Figure 1. Wiring heat map.
The bar under the picture is 100 um long. 24 x 24 tiles, from white (low) to dark blue (high), scaled to the fullest tile. Values are wire area over tile area, all layers added.
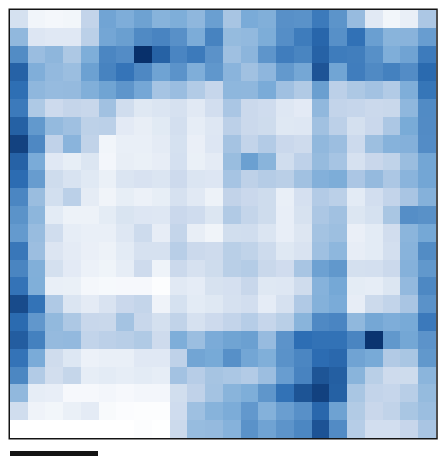
Figure 2. The metal 3 layer.
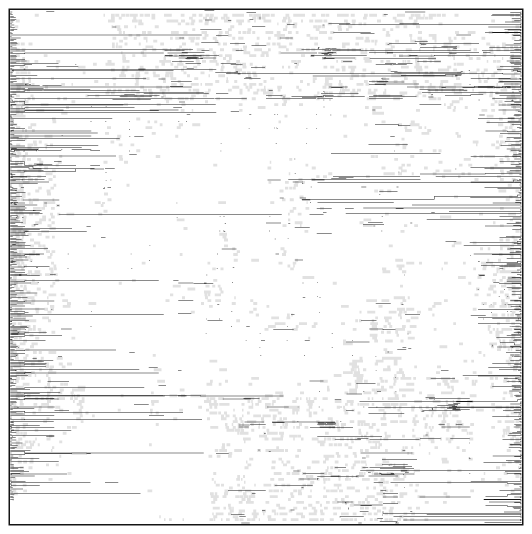
Figure 3. Close-up of the layout.
Window x 222 to 262, y 222 to 262 um. Cells in grey, sequential cells in the stronger grey; small squares are vias.
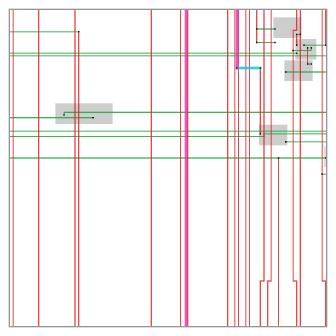
Figure 4. Clock wires, drivers and flops.
The bar under the picture is 100 um long.
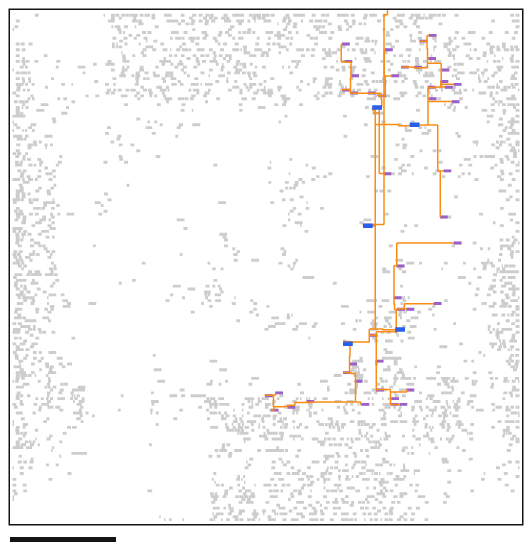
Figure 5. Clock nets.
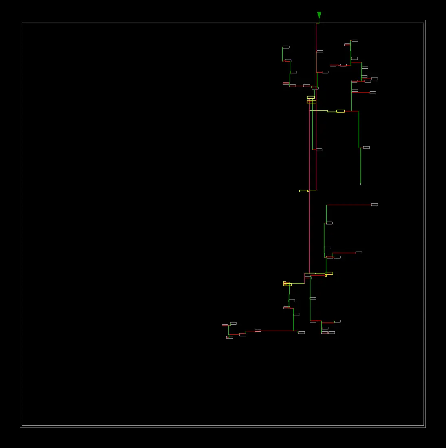
<file path="src/rtl/ebus_if.sv">
// EBUS arbiter bundle: per-driver requests/data in, registered bus state and
// conflict diagnostics out. The slave modport is the arbiter side and the
// master modport is the driver/observer side.
interface ebus_if #(
  parameter int unsigned N_DRV  = 31,
  parameter int unsigned DATA_W = 36
) ();

  localparam int unsigned OWN_W = (N_DRV > 1) ? $clog2(N_DRV) : 1;

  logic [N_DRV-1:0]        drv_driving;
  logic [N_DRV*DATA_W-1:0] drv_data;
  logic [DATA_W-1:0]       ebus_data;
  logic [OWN_W-1:0]        ebus_owner;
  logic                    ebus_busy;
  logic                    ebus_xfer;
  logic                    clr_conflict;
  logic                    conflict;
  logic [7:0]              conflict_cnt;
  logic [N_DRV-1:0]        conflict_mask;

  modport slave (
    input  drv_driving,
    input  drv_data,
    input  clr_conflict,
    output ebus_data,
    output ebus_owner,
    output ebus_busy,
    output ebus_xfer,
    output conflict,
    output conflict_cnt,
    output conflict_mask
  );

  modport master (
    output drv_driving,
    output drv_data,
    output clr_conflict,
    input  ebus_data,
    input  ebus_owner,
    input  ebus_busy,
    input  ebus_xfer,
    input  conflict,
    input  conflict_cnt,
    input  conflict_mask
  );

endinterface

</file>
<file path="src/rtl/ebus_arbiter.sv">
// Synchronous EBUS data-path arbiter. Resolves N_DRV drivers each clock by
// fixed priority (MODE 0, index 0 highest) or wired-OR (MODE 1), registers
// the result, and lets an idle bus decay to 0 after KEEP_CYC idle cycles.
// Optional multi-driver diagnostics are built when EBUS_CONFLICT_CHK_EN is
// defined; otherwise the conflict outputs are constant 0.
module ebus_arbiter #(
  parameter int unsigned N_DRV    = 31,
  parameter int unsigned DATA_W   = 36,
  parameter int unsigned MODE     = 0,
  parameter int unsigned KEEP_CYC = 4
) (
  input logic   clk,
  input logic   reset,
  ebus_if.slave bus
);

  localparam int unsigned OWN_W  = (N_DRV > 1) ? $clog2(N_DRV) : 1;
  localparam int unsigned IDLE_W = (KEEP_CYC > 0) ? $clog2(KEEP_CYC + 1) : 1;
  localparam logic [IDLE_W-1:0] KeepVal = IDLE_W'(KEEP_CYC);

  logic                any_drv;
  logic [N_DRV-1:0]    grant;
  logic [N_DRV-1:0]    sel_mask;
  logic [OWN_W-1:0]    owner_sel;
  logic [DATA_W-1:0]   data_sel;

  logic [DATA_W-1:0]   data_d,  data_q;
  logic [OWN_W-1:0]    owner_d, owner_q;
  logic                busy_d,  busy_q;
  logic                xfer_d,  xfer_q;
  logic [IDLE_W-1:0]   idle_d,  idle_q;

  assign any_drv = |bus.drv_driving;

  // Priority encode: lowest set index wins, also produced as a one-hot grant.
  always_comb begin
    owner_sel = '0;
    grant     = '0;
    for (int i = int'(N_DRV) - 1; i >= 0; i--) begin
      if (bus.drv_driving[i]) begin
        owner_sel = OWN_W'(i);
        grant     = '0;
        grant[i]  = 1'b1;
      end
    end
  end

  // AND-OR data select; masking by the enable keeps X on idle channels out.
  always_comb begin
    sel_mask = (MODE == 1) ? bus.drv_driving : grant;
    data_sel = '0;
    for (int i = 0; i < int'(N_DRV); i++) begin
      data_sel = data_sel | (bus.drv_data[i*DATA_W +: DATA_W] & {DATA_W{sel_mask[i]}});
    end
  end

  // Next bus state: track active drivers, otherwise count idle and decay.
  always_comb begin
    data_d  = data_q;
    owner_d = owner_q;
    busy_d  = any_drv;
    xfer_d  = 1'b0;
    idle_d  = idle_q;
    if (any_drv) begin
      data_d  = data_sel;
      owner_d = owner_sel;
      idle_d  = '0;
      xfer_d  = !busy_q || (owner_sel != owner_q);
    end else begin
      if (idle_q != KeepVal) begin
        idle_d = idle_q + IDLE_W'(1);
      end
      // Decay lands on the edge where the counter reaches KEEP_CYC.
      if (idle_d == KeepVal) begin
        data_d = '0;
      end
    end
  end

  // Bus state registers; idle counter resets saturated so the bus starts decayed.
  always_ff @(posedge clk) begin
    if (reset) begin
      data_q  <= '0;
      owner_q <= '0;
      busy_q  <= 1'b0;
      xfer_q  <= 1'b0;
      idle_q  <= KeepVal;
    end else begin
      data_q  <= data_d;
      owner_q <= owner_d;
      busy_q  <= busy_d;
      xfer_q  <= xfer_d;
      idle_q  <= idle_d;
    end
  end

  assign bus.ebus_data  = data_q;
  assign bus.ebus_owner = owner_q;
  assign bus.ebus_busy  = busy_q;
  assign bus.ebus_xfer  = xfer_q;

`ifdef EBUS_CONFLICT_CHK_EN

  logic               multi_drv;
  logic               cflag_d, cflag_q;
  logic [7:0]         ccnt_d,  ccnt_q;
  logic [N_DRV-1:0]   cmask_d, cmask_q;

  // Two or more bits set iff clearing the lowest set bit leaves something.
  assign multi_drv = |(bus.drv_driving & (bus.drv_driving - N_DRV'(1)));

  // Conflict status update; a conflict in the clear cycle restarts the record.
  always_comb begin
    cflag_d = cflag_q;
    ccnt_d  = ccnt_q;
    cmask_d = cmask_q;
    if (multi_drv) begin
      cflag_d = 1'b1;
      if (bus.clr_conflict) begin
        ccnt_d  = 8'd1;
        cmask_d = bus.drv_driving;
      end else begin
        ccnt_d = (ccnt_q == 8'd255) ? ccnt_q : ccnt_q + 8'd1;
        if (!cflag_q) begin
          cmask_d = bus.drv_driving;
        end
      end
    end else if (bus.clr_conflict) begin
      cflag_d = 1'b0;
      ccnt_d  = '0;
      cmask_d = '0;
    end
  end

  // Conflict status registers.
  always_ff @(posedge clk) begin
    if (reset) begin
      cflag_q <= 1'b0;
      ccnt_q  <= '0;
      cmask_q <= '0;
    end else begin
      cflag_q <= cflag_d;
      ccnt_q  <= ccnt_d;
      cmask_q <= cmask_d;
    end
  end

  assign bus.conflict      = cflag_q;
  assign bus.conflict_cnt  = ccnt_q;
  assign bus.conflict_mask = cmask_q;

  // In priority mode a second driver silently loses its data, so flag it.
  a_no_multi_drv_prio : assert property (@(posedge clk) disable iff (reset)
    !((MODE == 0) && multi_drv))
    else $error("ebus_arbiter: multiple EBUS drivers 0x%0h", bus.drv_driving);

`else

  assign bus.conflict      = 1'b0;
  assign bus.conflict_cnt  = '0;
  assign bus.conflict_mask = '0;

`endif

endmodule

</file>
<file path="src/flat_wrapper.sv">
// flat-port wrapper written by rule: the top's interface ports become plain ports
module ebus_arbiter_flat 
#(
  parameter int unsigned N_DRV    = 31,
  parameter int unsigned DATA_W   = 36,
  parameter int unsigned MODE     = 0,
  parameter int unsigned KEEP_CYC = 4
)
  (clk, reset, bus_drv_driving, bus_drv_data, bus_clr_conflict, bus_ebus_data, bus_ebus_owner, bus_ebus_busy, bus_ebus_xfer, bus_conflict, bus_conflict_cnt, bus_conflict_mask);
  ebus_if #(.N_DRV(N_DRV), .DATA_W(DATA_W)) bus_i ();
  input logic clk;
  input logic reset;
  input wire logic [$bits(bus_i.drv_driving)-1:0] bus_drv_driving;
  input wire logic [$bits(bus_i.drv_data)-1:0] bus_drv_data;
  input wire logic [$bits(bus_i.clr_conflict)-1:0] bus_clr_conflict;
  output wire logic [$bits(bus_i.ebus_data)-1:0] bus_ebus_data;
  output wire logic [$bits(bus_i.ebus_owner)-1:0] bus_ebus_owner;
  output wire logic [$bits(bus_i.ebus_busy)-1:0] bus_ebus_busy;
  output wire logic [$bits(bus_i.ebus_xfer)-1:0] bus_ebus_xfer;
  output wire logic [$bits(bus_i.conflict)-1:0] bus_conflict;
  output wire logic [$bits(bus_i.conflict_cnt)-1:0] bus_conflict_cnt;
  output wire logic [$bits(bus_i.conflict_mask)-1:0] bus_conflict_mask;
  assign bus_i.drv_driving = bus_drv_driving;
  assign bus_i.drv_data = bus_drv_data;
  assign bus_i.clr_conflict = bus_clr_conflict;
  assign bus_ebus_data = bus_i.ebus_data;
  assign bus_ebus_owner = bus_i.ebus_owner;
  assign bus_ebus_busy = bus_i.ebus_busy;
  assign bus_ebus_xfer = bus_i.ebus_xfer;
  assign bus_conflict = bus_i.conflict;
  assign bus_conflict_cnt = bus_i.conflict_cnt;
  assign bus_conflict_mask = bus_i.conflict_mask;
  ebus_arbiter #(.N_DRV(N_DRV), .DATA_W(DATA_W), .MODE(MODE), .KEEP_CYC(KEEP_CYC)) u_core (.clk(clk), .reset(reset), .bus(bus_i));
endmodule
</file>
<file path="config.mk">
export PLATFORM = sky130hd
export DESIGN_NAME = ebus_arbiter_flat
export DESIGN_NICKNAME = d
export VERILOG_FILES = /design/src/rtl/ebus_if.sv /design/src/rtl/ebus_arbiter.sv /design/src/flat_wrapper.sv
export SDC_FILE = /design/constraint.sdc
export NUM_CORES = 1
export LEC_CHECK = 0
export CAP_MARGIN = 20
export CORE_AREA = 2 2 481 483
export DETAILED_ROUTE_END_ITERATION = 7
export DIE_AREA = 0 0 483 485
export PLACE_DENSITY_LB_ADDON = 0.2
export SLEW_MARGIN = 20
export SYNTH_ARGS = -nofsm -noshare
export SYNTH_HDL_FRONTEND = slang
export SYNTH_SLANG_ARGS = --single-unit
</file>
<file path="constraint.sdc">
create_clock -name clk -period 4.3 [get_ports clk]
set_input_delay 1.075 -clock clk [delete_from_list [all_inputs] [get_ports clk]]
set_output_delay 1.075 -clock clk [all_outputs]
set_load 0.01 [all_outputs]
</file>
==> deck_impl_summary.md <==
Implementation Results

Clock tree
  • Root buffer cell: clkbuf_16
  • Hold Buf Count CTS: 0
  • Clock tree from TritonCTS: built
  • Clk buf depth: 2
  • Clock slew at reported path FFs: ~0.10 ns

Logic synthesis
  • Top cell area share: between 10% and 20%
  • Cell Type Count: 72
  • Post-Syn Instances: between 1000 and 1500
  • Xor/xnor share: 0.178%
  • Count of library flops with an enable pin: 0
  • Post-Syn Area: about 9800 um^2
  • Yosys warns: 0
  • Top-count cell post-synth: a22oi_1
  • Largest logic family: AND-OR/OR-AND gates
  • Post-synth top cells: a22oi_1 (227), nand2_1 (115), a22o_1 (93)
  • Mux area share: less than 1%
  • Adder Area Share: less than 1%
  • Syn Area/Cell: 7.22 um^2
  • Yosys stat chip area: between 9000 and 10000 um^2
  • # Cells Yosys: 1364
  • Ys async rst share: 0%
  • Post-synth top area cell: a22oi_1
  • Main flop type: dfxtp_1
  • Yosys simple share: 26.7%

Final timing
  • Fin worst setup slack: -0.0178 ns
  • Worst-Margin Slew: between 1 and 1.5 ns
  • Fin. max-slew vios: 0
  • RSZ-0062 raised after global routing: no
  • Setup TNS: -0.0264 ns
  • Final Hold Violating Endpoints: 0
  • Min Tclk post-route: 4.32 ns
  • Min Hold Slack: ~0.46 ns
  • Max frequency: about 230 MHz
  • Max transition margin: around 23%
  • Final period utilization: 100%
  • # setup viols final: 2

Floorplan
  • Die Wd: roughly 480 um
  • I/O pins: roughly 1200
  • Placeable core region: roughly 230000 um^2
  • Rows: around 180
  • Die area: 234000 um^2
  • Die y size: roughly 490 um
  • Core Util at FP: 4.30%

GRT
  • Initial antenna violation count: approximately 250
  • Overflow after GRT: 0
  • First-pass GRT wire length: roughly 300000 um
  • Number of global-route vias before repair: between 20000 and 25000

Worst hold path
  • Worst Hold Class: register to register
  • Hold_sp: u_core.bus.ebus_data[9]

Job
  • Max_cap viols: 0
  • Tool warnings: 28

Detailed routing
  • First-pass iteration count of the detailed router: 8
  • DRC violations left: 0
  • Initial DRC count: approximately 2000

Placed design
  • Number of port buffers: roughly 1200
  • Place WS: -0.762 ns
  • GP Congestion: between 0.9 and 1
  • Placed Instance Area: between 20000 and 30000 um^2
  • Placed Cells: slightly below 6000

Critical path
  • CP top delay family: AND-OR/OR-AND gates
  • Critical R2R Capture: u_core.bus.ebus_data[30]
  • WP data required: between 4 and 5 ns
  • Critical path's slowest cell: a221oi_1
  • Worst-path cell chain: clkdlybuf4s50_1 -> buf_4 -> nor2b_1 -> and4_2 -> buf_12 -> a22o_1 -> a221oi_1 -> nand3_1 -> or4_1 -> a22o_1
  • CP Class: primary input to register
  • Crit. path cell count: 10
  • Reg2Reg Setup Slack: roughly 2 ns
  • Worst path max stage delay: around 0.89 ns
  • CP arrival: 4.57 ns
  • Top cell by count, worst path: a22o_1
  • Crit path buf inv count: 3
  • Critical-path maximum fanout: 7
  • FF-to-FF Start: u_core.idle_q[0]

Pwr
  • NetSw: 1.22 mW
  • Power density cells: 109 nW/um^2
  • P_int: roughly 2 mW
  • Peak VDD IR: roughly 150 uV
  • Power Total: roughly 3.2 mW
  • Switching portion of total power: a little under two fifths
  • Logic pwr share: around 69%
  • Leak: approximately 10 nW

Cells and area
  • Filler Cells Inserted: between 20000 and 30000
  • Final Util: 13.0%
  • Area growth from synthesis to layout: 203%
  • Final Non-Filler Cells: 5946
  • Fin area: a little under 30000 um^2
  • Layout cells sized above 1: about a fifth
  • Nets: 4022

Outcome
  • Status: finished with violations
  • Failing checks: setup timing
-- Figure 1 (at the start) --
The mean over all tiles is 0.18. 2.3% of the tiles are nearly empty. The fullest tile reaches 0.50. The emptiest ninth of the die: middle. 25% of the tiles are over half the peak.
Total Routed Length: 251000 um
routed length per instance: 42.1 um

-- Figure 2 (at the start) --
The layer holds 8.5% of the routed length. 960 nets have wire on it. The longest straight run is 261 um. The layer carries 21.3 mm of wire.
met3 Use GR: 6.54%
routed via count: 21000

-- Figure 3 (at the start) --
Red marks metal 2. Cyan marks metal 3. Magenta marks metal 4. Green marks metal 1.
Sequential cells in the window: 0. 5 logic cells have their middle in the window. Most frequent: clkdlybuf4s50_1 (3), a22oi_1 (1), buf_12 (1).

-- Figure 4 (at the start) --
Purple marks flip-flops, count 46. Orange marks clock wires, length 1610 um. Blue marks clock drivers, count 5.
Position of the flops: a column on the right. There are 6 routed clock nets.
Setup Skew: 0.0181 ns
clock network fraction of design power: 16.6%
Clk Latency, worst-skew pair: 0.35 ns
Power Clock: 537 uW

-- Figure 5 (at the start) --
registers: 46
# clock sinks: 46
clock buffer count: 6
Num CTS Buffers: 5

## area by class of cell
cell class / count / area (um^2) / share of cell area [%]
Timing Repair Buffer: 1654 / 16600 / 55.5
Inverter: 11 / 41.3 / 0.138
Antenna cell: 49 / 123 / 0.411
Clock inverter: 2 / 37.5 / 0.126
Tap cell: 3026 / 3790 / 12.7
Clock buffer: 6 / 129 / 0.432
Sequential cell: 46 / 921 / 3.09
Multi-Input combinational cell: 1152 / 8240 / 27.6
## worst min-delay path, cell delays in order (launching register included)
cell and delay [ns]:
dfxtp_1 0.32, nand2_1 0.05, o21ai_1 0.05
## timing repair
item | CTS | global route
resized | 12 | 10
setup buffers | 0 | 1
cloned | 0 | 0
endpoints found under the setup margin | 15 | 9
pin swaps | 2 | 5
## layer usage
metal	GRT usage [%]	part of all wire [%]	wire, um
met5	0	0.31	781
met4	3.98	2.1	5380
met2	36.1	49	122000
met3	6.54	8.5	21300
met1	24.2	40	101000
## flip-flops by register name (all words and copies together) (netlist names)
signal                 cells
u_core.bus.ebus_xfer       1
u_core.idle_q              3
u_core.bus.ebus_busy       1
u_core.bus.ebus_owner      5
u_core.bus.ebus_data      36
## cells by family (layout without fill, tap and decap cells)
group,count (synthesis),after routing
XOR/XNOR,2,2
adder cells (fa/ha/maj),2,2
multiplexers,4,4
AND/OR/NAND/NOR,464,464
other,1,89
flip-flops,46,46
buffers and inverters,205,1673
AND-OR/OR-AND,640,640
## cells in the final DEF, fill, tap and decap left out, types with 9 or more instances in the layout
master / instances
a32oi_1: 12
a22oi_1: 224
diode_2: 49
a211oi_1: 13
and3_2: 9
nor3_1: 31
a31oi_1: 9
a2111oi_0: 10
nand2_1: 114
nor4_1: 18
or4_1: 9
a21oi_1: 36
conb_1: 40
inv_1: 10
buf_4: 369
clkdlybuf4s50_1: 1181
nor2_1: 43
dfxtp_1: 46
a22o_1: 93
buf_12: 93
a222oi_1: 53
nor2b_1: 14
o2bb2ai_1: 9
and2_1: 11
a221oi_1: 39
o21ai_0: 36
nand2b_1: 15
o211ai_1: 10
a2111oi_2: 10
and4_1: 17
nand4_1: 50
and3_1: 22
nand3_1: 43
a32o_1: 14
a221o_1: 28
## power groups by stage
stage | sequential (mW) | clock, mW | combinational (mW)
final | 0.482 | 0.537 | 2.22
after global routing | 0.485 | 0.566 | 2.30
after CTS | 0.481 | 0.569 | 2.25
after detailed placement | 0.490 | 0 | 2.23
after global placement | 0.490 | 0 | 2.23
after floorplan | 0.494 | 0 | 0.315
## worst max-delay path by stage
stage,from,end,slack [ns]
2_1_floorplan,bus_drv_driving[2],u_core.bus.ebus_xfer,0.94
5_1_grt,bus_drv_driving[3],u_core.bus.ebus_data[11],0.003
4_1_cts,bus_drv_driving[6],u_core.bus.ebus_data[35],0.003
3_3_place_gp,bus_drv_driving[2],u_core.bus.ebus_data[2],-0.75
6_report,bus_drv_driving[12],u_core.bus.ebus_data[6],-0.02
3_5_place_dp,bus_drv_driving[10],u_core.bus.ebus_data[19],-0.76
No activity file was given, so power comes from the tool's default toggle rates.
